==> run_1/clock_nets.png <==
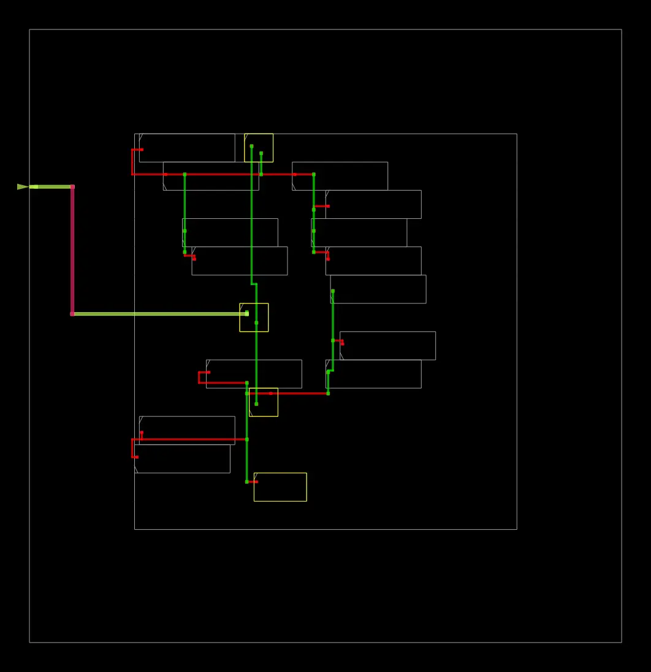
==> run_1/gates.png <==
Drawn at 6 px/um.
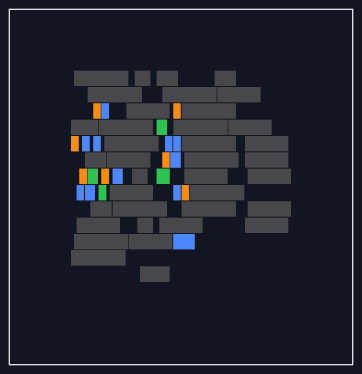
==> run_1/port_trees.png <==
Drawn at 8 px/um.
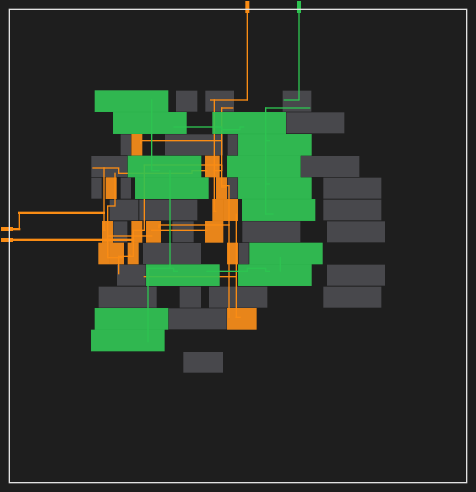
==> run_1/layers.png <==
Drawn at 6 px/um.
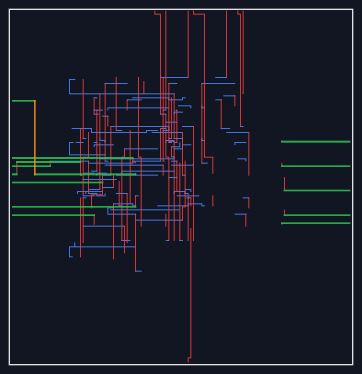
==> config.mk <==
export PLATFORM = sky130hd
export DESIGN_NAME = decoder_bank
export DESIGN_NICKNAME = d
export VERILOG_FILES = /design/src/rtl/decoder_pkg.sv /design/src/rtl/decoder_1_to_2.sv /design/src/rtl/decoder_2_to_4.sv /design/src/rtl/decoder_3_to_8.sv /design/src/rtl/decoder_bank.sv
export SDC_FILE = /design/constraint.sdc
export NUM_CORES = 1
export LEC_CHECK = 0
export ABC_AREA = 1
export CORE_AREA = 10 10 47 49
export DETAILED_ROUTE_END_ITERATION = 8
export DIE_AREA = 0 0 57 59
export DONT_BUFFER_PORTS = 1
export SYNTH_ARGS = -nofsm -noshare
export SYNTH_HDL_FRONTEND = slang
export SYNTH_SLANG_ARGS = --single-unit
==> constraint.sdc <==
create_clock -name clk -period 0.8 [get_ports clk]
set_input_delay 0.12 -clock clk [delete_from_list [all_inputs] [get_ports clk]]
set_output_delay 0.12 -clock clk [all_outputs]
set_load 0.05 [all_outputs]
==> src/rtl/decoder_pkg.sv <==
// Shared widths and one-hot vector types for the decoder bank.
package decoder_pkg;

    localparam int unsigned DEC1_W = 2;
    localparam int unsigned DEC2_W = 4;
    localparam int unsigned DEC3_W = 8;
    localparam int unsigned SEL_W  = 3;

    typedef logic [DEC1_W-1:0] dec2_t;
    typedef logic [DEC2_W-1:0] dec4_t;
    typedef logic [DEC3_W-1:0] dec8_t;

endpackage

==> src/rtl/decoder_1_to_2.sv <==
// Combinational 1:2 leaf decoder; both lines are 0 when ena_i is low.
module decoder_1_to_2
    import decoder_pkg::*;
(
    input  logic  ena_i,
    input  logic  in_i,
    output dec2_t out_o
);

    assign out_o = {ena_i & in_i, ena_i & ~in_i};

endmodule

==> src/rtl/decoder_2_to_4.sv <==
// Combinational 2:4 decoder built from three 1:2 leaves.
module decoder_2_to_4
    import decoder_pkg::*;
(
    input  logic       ena_i,
    input  logic [1:0] in_i,
    output dec4_t      out_o
);

    dec2_t hi_sel;

    // The upper select bit picks which lower leaf is enabled.
    decoder_1_to_2 u_hi (
        .ena_i (ena_i),
        .in_i  (in_i[1]),
        .out_o (hi_sel)
    );

    decoder_1_to_2 u_lo0 (
        .ena_i (hi_sel[0]),
        .in_i  (in_i[0]),
        .out_o (out_o[1:0])
    );

    decoder_1_to_2 u_lo1 (
        .ena_i (hi_sel[1]),
        .in_i  (in_i[0]),
        .out_o (out_o[3:2])
    );

endmodule

==> src/rtl/decoder_3_to_8.sv <==
// Combinational 3:8 decoder built from a 1:2 leaf and two 2:4 decoders.
module decoder_3_to_8
    import decoder_pkg::*;
(
    input  logic             ena_i,
    input  logic [SEL_W-1:0] in_i,
    output dec8_t            out_o
);

    dec2_t hi_sel;

    decoder_1_to_2 u_hi (
        .ena_i (ena_i),
        .in_i  (in_i[2]),
        .out_o (hi_sel)
    );

    decoder_2_to_4 u_lo0 (
        .ena_i (hi_sel[0]),
        .in_i  (in_i[1:0]),
        .out_o (out_o[3:0])
    );

    decoder_2_to_4 u_lo1 (
        .ena_i (hi_sel[1]),
        .in_i  (in_i[1:0]),
        .out_o (out_o[7:4])
    );

endmodule

==> src/rtl/decoder_bank.sv <==
// Registered bank of 1:2, 2:4 and 3:8 decoders on a shared enable/select.
// Optional simulation-only one-hot checking with DECODER_BANK_ONEHOT_CHECK_EN.
module decoder_bank
    import decoder_pkg::*;
(
    input  logic             clk,
    input  logic             rst_n,
    input  logic             ena,
    input  logic [SEL_W-1:0] in,
    output dec2_t            out2,
    output dec4_t            out4,
    output dec8_t            out8
);

    dec2_t dec2_comb;
    dec4_t dec4_comb;
    dec8_t dec8_comb;
    dec2_t out2_d, out2_q;
    dec4_t out4_d, out4_q;
    dec8_t out8_d, out8_q;

    decoder_1_to_2 u_dec1 (
        .ena_i (ena),
        .in_i  (in[0]),
        .out_o (dec2_comb)
    );

    decoder_2_to_4 u_dec2 (
        .ena_i (ena),
        .in_i  (in[1:0]),
        .out_o (dec4_comb)
    );

    decoder_3_to_8 u_dec3 (
        .ena_i (ena),
        .in_i  (in),
        .out_o (dec8_comb)
    );

    always_comb begin
        out2_d = dec2_comb;
        out4_d = dec4_comb;
        out8_d = dec8_comb;
    end

    always_ff @(posedge clk or negedge rst_n) begin
        if (!rst_n) begin
            out2_q <= '0;
            out4_q <= '0;
            out8_q <= '0;
        end else begin
            out2_q <= out2_d;
            out4_q <= out4_d;
            out8_q <= out8_d;
        end
    end

    assign out2 = out2_q;
    assign out4 = out4_q;
    assign out8 = out8_q;

`ifdef DECODER_BANK_ONEHOT_CHECK_EN
    logic             chk_ena_q;
    logic [SEL_W-1:0] chk_in_q;

    // Outputs read here are the pre-edge values, i.e. the decode of chk_ena_q/chk_in_q.
    always_ff @(posedge clk or negedge rst_n) begin
        if (!rst_n) begin
            chk_ena_q <= 1'b0;
            chk_in_q  <= '0;
        end else begin
            chk_ena_q <= ena;
            chk_in_q  <= in;
            if (chk_ena_q) begin
                assert ($onehot(out2_q)) else $error("out2 not one-hot, in=%0d", chk_in_q);
                assert ($onehot(out4_q)) else $error("out4 not one-hot, in=%0d", chk_in_q);
                assert ($onehot(out8_q)) else $error("out8 not one-hot, in=%0d", chk_in_q);
            end else begin
                assert (out2_q == '0) else $error("out2 not zero, in=%0d", chk_in_q);
                assert (out4_q == '0) else $error("out4 not zero, in=%0d", chk_in_q);
                assert (out8_q == '0) else $error("out8 not zero, in=%0d", chk_in_q);
            end
        end
    end
`endif

endmodule

==> out/results.txt, run 1 <==
Result of the run -> finished, violations left
Violations in the final reports -> setup timing
Global routing usage on met1 -> 5.98%
Wirelength per Cell -> 14.0 um
Static leakage -> 0.432 nW
Horizontal die dimension -> 57 um
End-of-flow core utilization -> 59.7%
Library cell contributing the largest single delay on the critical path -> sky130_fd_sc_hd__dfrtp_1
Share of the synthesized area in the top cell type -> 79.1%
Worst slack at placement -> 0.135 ns
1st-iter DRT viols -> 3
RSZ-0062 raised after global routing -> yes
Top logic cells by instance count in the layout -> sky130_fd_sc_hd__dfrtp_1, sky130_fd_sc_hd__buf_12, sky130_fd_sc_hd__inv_1, sky130_fd_sc_hd__nor2_1, sky130_fd_sc_hd__dlygate4sd3_1
Number of antenna-violating nets in the routed design -> 0
Largest stage delay on the critical path -> 0.41 ns
# setup viols final -> 14
Worst slew pin tran -> 0.596 ns
Total met3 wirelength after detailed routing -> 162 um
Global-route wire length before repair -> 1.70 mm
Met3 track demand over resource in global routing -> 5.15%
Core Box Area -> 1400 um^2
Number of buffers on the longest clock path -> 2
Count of unresolved DRC violations after routing -> 0
Clock edge transition at the registers on the reported setup and hold paths -> 0.08 ns
Worst relative slew slack -> 60.1%
Global router's overall resource usage -> 6.77%
Post-synthesis net count -> 42
Sequential-to-total area share from yosys stat -> 79.1%
Post-Layout Inst Area -> 837 um^2
Power density over the cells -> 1780 nW/um^2
Worst path setup slack after routing -> -0.159 ns
Cell-by-cell trace of the critical path -> buf_12
Simple-gate share of the synthesized area -> 15.0%
Setup total negative slack -> -2.04 ns
Flop and latch count out of synthesis -> 14
Rows -> 14
Number of maximum-capacitance constraint violations -> 0
Fraction of layout instances using a drive strength above 1 -> 33.9%
Yosys cell count -> 36
AND-OR/OR-AND share of the synthesized area -> 0%
Overall chip area -> 3360 um^2
Crit path to -> out8[4]
Synth warnings -> 0
Worst setup path start -> out8[4]$_DFF_PN0_
Mux share of post-synthesis cell area -> 0%
Fmax -> 1040 MHz
Area fraction in full adders, half adders and majority gates -> 0%
Startpoint Class -> flip-flop
Highest routed layer -> met4
Dominant Register Cell -> sky130_fd_sc_hd__dfrtp_1
Path type of the worst setup path -> flip-flop to output port
XOR/XNOR share of the synthesized area -> 0%
Half-perimeter wire length of the detailed placement result -> 782 um
Hold Fails Final Rpt -> 0
Total tool warning count -> 28
Synth cell count leaders -> sky130_fd_sc_hd__dfrtp_1, sky130_fd_sc_hd__inv_1, sky130_fd_sc_hd__nor2_1
Pre-Place Util -> 31.6%
DR vias -> 317
Number of global-route vias before repair -> 362
Leading area contributor after synthesis -> sky130_fd_sc_hd__dfrtp_1
Met2 track utilization from global routing -> 10.4%
Dominant delay contributor by cell family on the critical path -> flip-flops
Number of H-tree branching levels -> 1
Total congestion overflow -> 0
Total count of max-transition violations in the final report -> 0
Share of flip-flops with an asynchronous set or reset after synthesis -> 100%
Cycle use final -> 120%
Number of buffers and inverters on the critical path -> 1
Vias per cell -> 4.23
Number of nets in the finished design -> 66
Data required time of the worst path -> 0.68 ns
About clock_nets.png:
clock tree sinks: 14
clock group total power: 0.483 mW

About gates.png:
legend:
  blue:
    family: nor cells
    cells: 11
    most_used: nor2_1
  green:
    family: nand cells
    cells: 4
    most_used: nand3_1
  orange:
    family: inv cells
    cells: 7
    most_used: inv_1
post-layout instance count excluding filler cells: 75
multi-input gate share of the layout cell area: 8.52%

About port_trees.png:
legend:
  green:
    port: `rst_n`
    bits: 1
    direction: input
    end_cells: 14
    buffers: 1
    wire: 89.0 um
  orange:
    port: `in`
    bits: 3
    direction: input
    end_cells: 15
    buffers: 3
    wire: 209 um

About layers.png:
legend:
  green:
    layer: M3
    wire_length: 162 um
  blue:
    layer: M1
    wire_length: 321 um
  red:
    layer: M2
    wire_length: 557 um
  orange:
    layer: M4
    wire_length: 12.2 um

==> run 1: what timing repair did <==
action / in CTS / in global routing
setup endpoints to repair: 14 / 17
endpoints found under the hold margin: 24 / 0
gates resized: 0 / 2
hold buffers: 5 / 0
==> run 1: power breakdown <==
| group | internal (mW) | switching, mW | total (mW) |
|---|---|---|---|
| combinational | 0.115 | 0.138 | 0.253 |
| clock | 0.276 | 0.207 | 0.483 |
| sequential | 0.730 | 0.0196 | 0.750 |
| total | 1.12 | 0.364 | 1.49 |
==> run 1: area by class of cell <==
cell class	count	area, um^2
clock buffers	4	36.3
fillers	123	564
inverters	7	26.3
multi-input cells	15	71.3
flip-flops and latches	14	350
well taps	16	20.0
repair buffers	19	333
==> run 1: flip-flops by register name (all words and copies together) (netlist names) <==
name / flops
out8: 8
out4: 4
out2: 2
==> inputs of run 2 (changes only) <==
Clock period 0.8 ns to 1.11 ns, I/O delays scaled along.
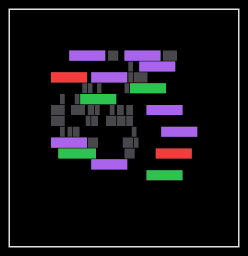
(run_2/ff_map.png)
Drawn at 4 px/um. Other cells in gray.
legend:
  green:
    signal: `out4`
    flops: 4
    where: center
  red:
    signal: `out2`
    flops: 2
  purple:
    signal: `out8`
    flops: 8

==> run 2 against run 1 <==
  * The flow now finishes without violations
  * Utilization down 20 points
  * Sequential share of layout area up 22 points
  * Sequential power down 22%
  * Worst setup slack better by 0.21 ns
  * Critical path type unchanged
  * Count of clock-buffer cells in the layout down 1
  * Critical endpoint is now out2[0]
==> out/results.txt, run 2 <==
Result of the run -> finished clean
RSZ-0062 raised after global routing -> no
Global router's overall resource usage -> 6.29% (-0.48 points)
Setup total negative slack -> 0 ns (+2.04 ns)
Worst slew pin tran -> 0.619 ns (+0.0224 ns)
Total count of max-transition violations in the final report -> 0 (unchanged)
Flop and latch count out of synthesis -> 14 (unchanged)
Number of buffers on the longest clock path -> 2 (unchanged)
Number of maximum-capacitance constraint violations -> 0 (unchanged)
Fraction of layout instances using a drive strength above 1 -> 15.2% (-19 points)
Dominant Register Cell -> sky130_fd_sc_hd__dfrtp_1
Worst slack at placement -> 0.333 ns (+0.198 ns)
Number of antenna-violating nets in the routed design -> 0 (unchanged)
Sequential power -> 0.587 mW (-22%)
Global-route wire length before repair -> 1.55 mm (-8.5%)
Core Box Area -> 1400 um^2 (unchanged)
# setup viols final -> 0 (-14)
Count of unresolved DRC violations after routing -> 0 (unchanged)
DR vias -> 291 (-8.2%)
Cells resized by post-CTS repair -> 0 (unchanged)
Power density over the cells -> 1650 nW/um^2 (-7.2%)
Share of flip-flops with an asynchronous set or reset after synthesis -> 100% (unchanged)
Startpoint Class -> flip-flop
Number of nets in the finished design -> 54 (-18%)
Rows -> 14 (unchanged)
Yosys cell count -> 36 (unchanged)
Total combinational power -> 0.0569 mW (-78%)
Leading area contributor after synthesis -> sky130_fd_sc_hd__dfrtp_1
Psw -> 0.237 mW (-35%)
Crit path to -> out2[0]
Hold Startpoint -> ena
Post-layout instance count excluding filler cells -> 62 (-17%)
Worst relative slew slack -> 58.6% (-1.5 points)
Total tool warning count -> 26 (-7.1%)
Worst hold slack -> 0.0311 ns
Combinational group share of total power -> 6.3% (-11 points)
Sequential fraction of design power -> 64.6% (+14 points)
Wirelength per Cell -> 15.3 um (+9.1%)
Share of the synthesized area in the top cell type -> 79.1% (unchanged)
Number of global-route vias before repair -> 306 (-15%)
Vias per cell -> 4.69 (+11%)
Clock edge transition at the registers on the reported setup and hold paths -> 0.07 ns (about the same)
Synth warnings -> 0 (unchanged)
Post-Layout Inst Area -> 552 um^2 (-34%)
Post-synthesis net count -> 42 (unchanged)
Pre-Place Util -> 31.6% (unchanged)
Number of H-tree branching levels -> 1 (unchanged)
Synth cell count leaders -> sky130_fd_sc_hd__dfrtp_1, sky130_fd_sc_hd__inv_1, sky130_fd_sc_hd__nor2_1
Data required time of the worst path -> 0.94 ns (+0.26 ns)
Sequential-to-total area share from yosys stat -> 79.1% (unchanged)
Number of buffers added to fix hold violations after cts -> 5 (unchanged)
Worst setup path start -> out2[0]$_DFF_PN0_
Sw frac -> 26.0% (+1.5 points)
Overall chip area -> 3360 um^2 (unchanged)
Top logic cells by instance count in the layout -> sky130_fd_sc_hd__dfrtp_1, sky130_fd_sc_hd__inv_1, sky130_fd_sc_hd__nor2_1
Group drawing the most power -> sequential cells
End-of-flow core utilization -> 39.4% (-20 points)
Worst path setup slack after routing -> 0.0469 ns (+0.206 ns)
Static leakage -> 0.306 nW (-29%)
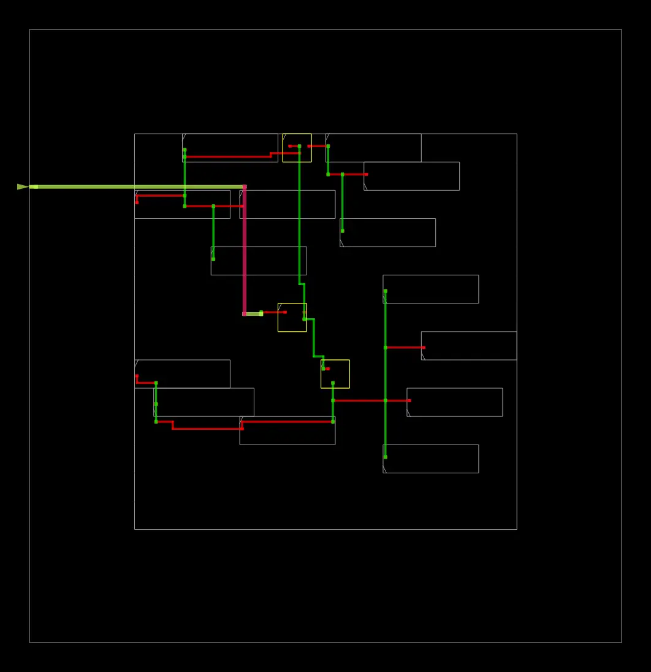
(run_2/clock_nets.png)
Seq Cell Count: 14
clock group total power: 0.265 mW
total clock buffers created by CTS: 3
count of clock-net buffers in the final layout: 3

## run 2: cells by family (layout without fill, tap and decap cells)
logic type	after synthesis	after routing	share of synthesized area (%)
and+or+nand+nor	15	15	15.0
buffers and inverters	7	17	5.93
DFF	14	14	79.1
## run 2: area by class of cell
cell class | count | area, um^2
fill | 150 | 850
inverter | 7 | 26.3
tap | 16 | 20.0
timing repair buffer | 7 | 65.1
sequential | 14 | 352
clock buffer | 3 | 22.5
multi-input combinational | 15 | 66.3
## run 2: per-layer routing
layer / vias up / track usage, % / part of all wire [%]
met4: 0 / 5.03 / 1.3
li1: 131 / - / -
met3: 2 / 5.79 / 17
met1: 140 / 6.36 / 36
met2: 18 / 7.75 / 46
met5: - / 0 / 0
Power and IR drop assume default switching activity.
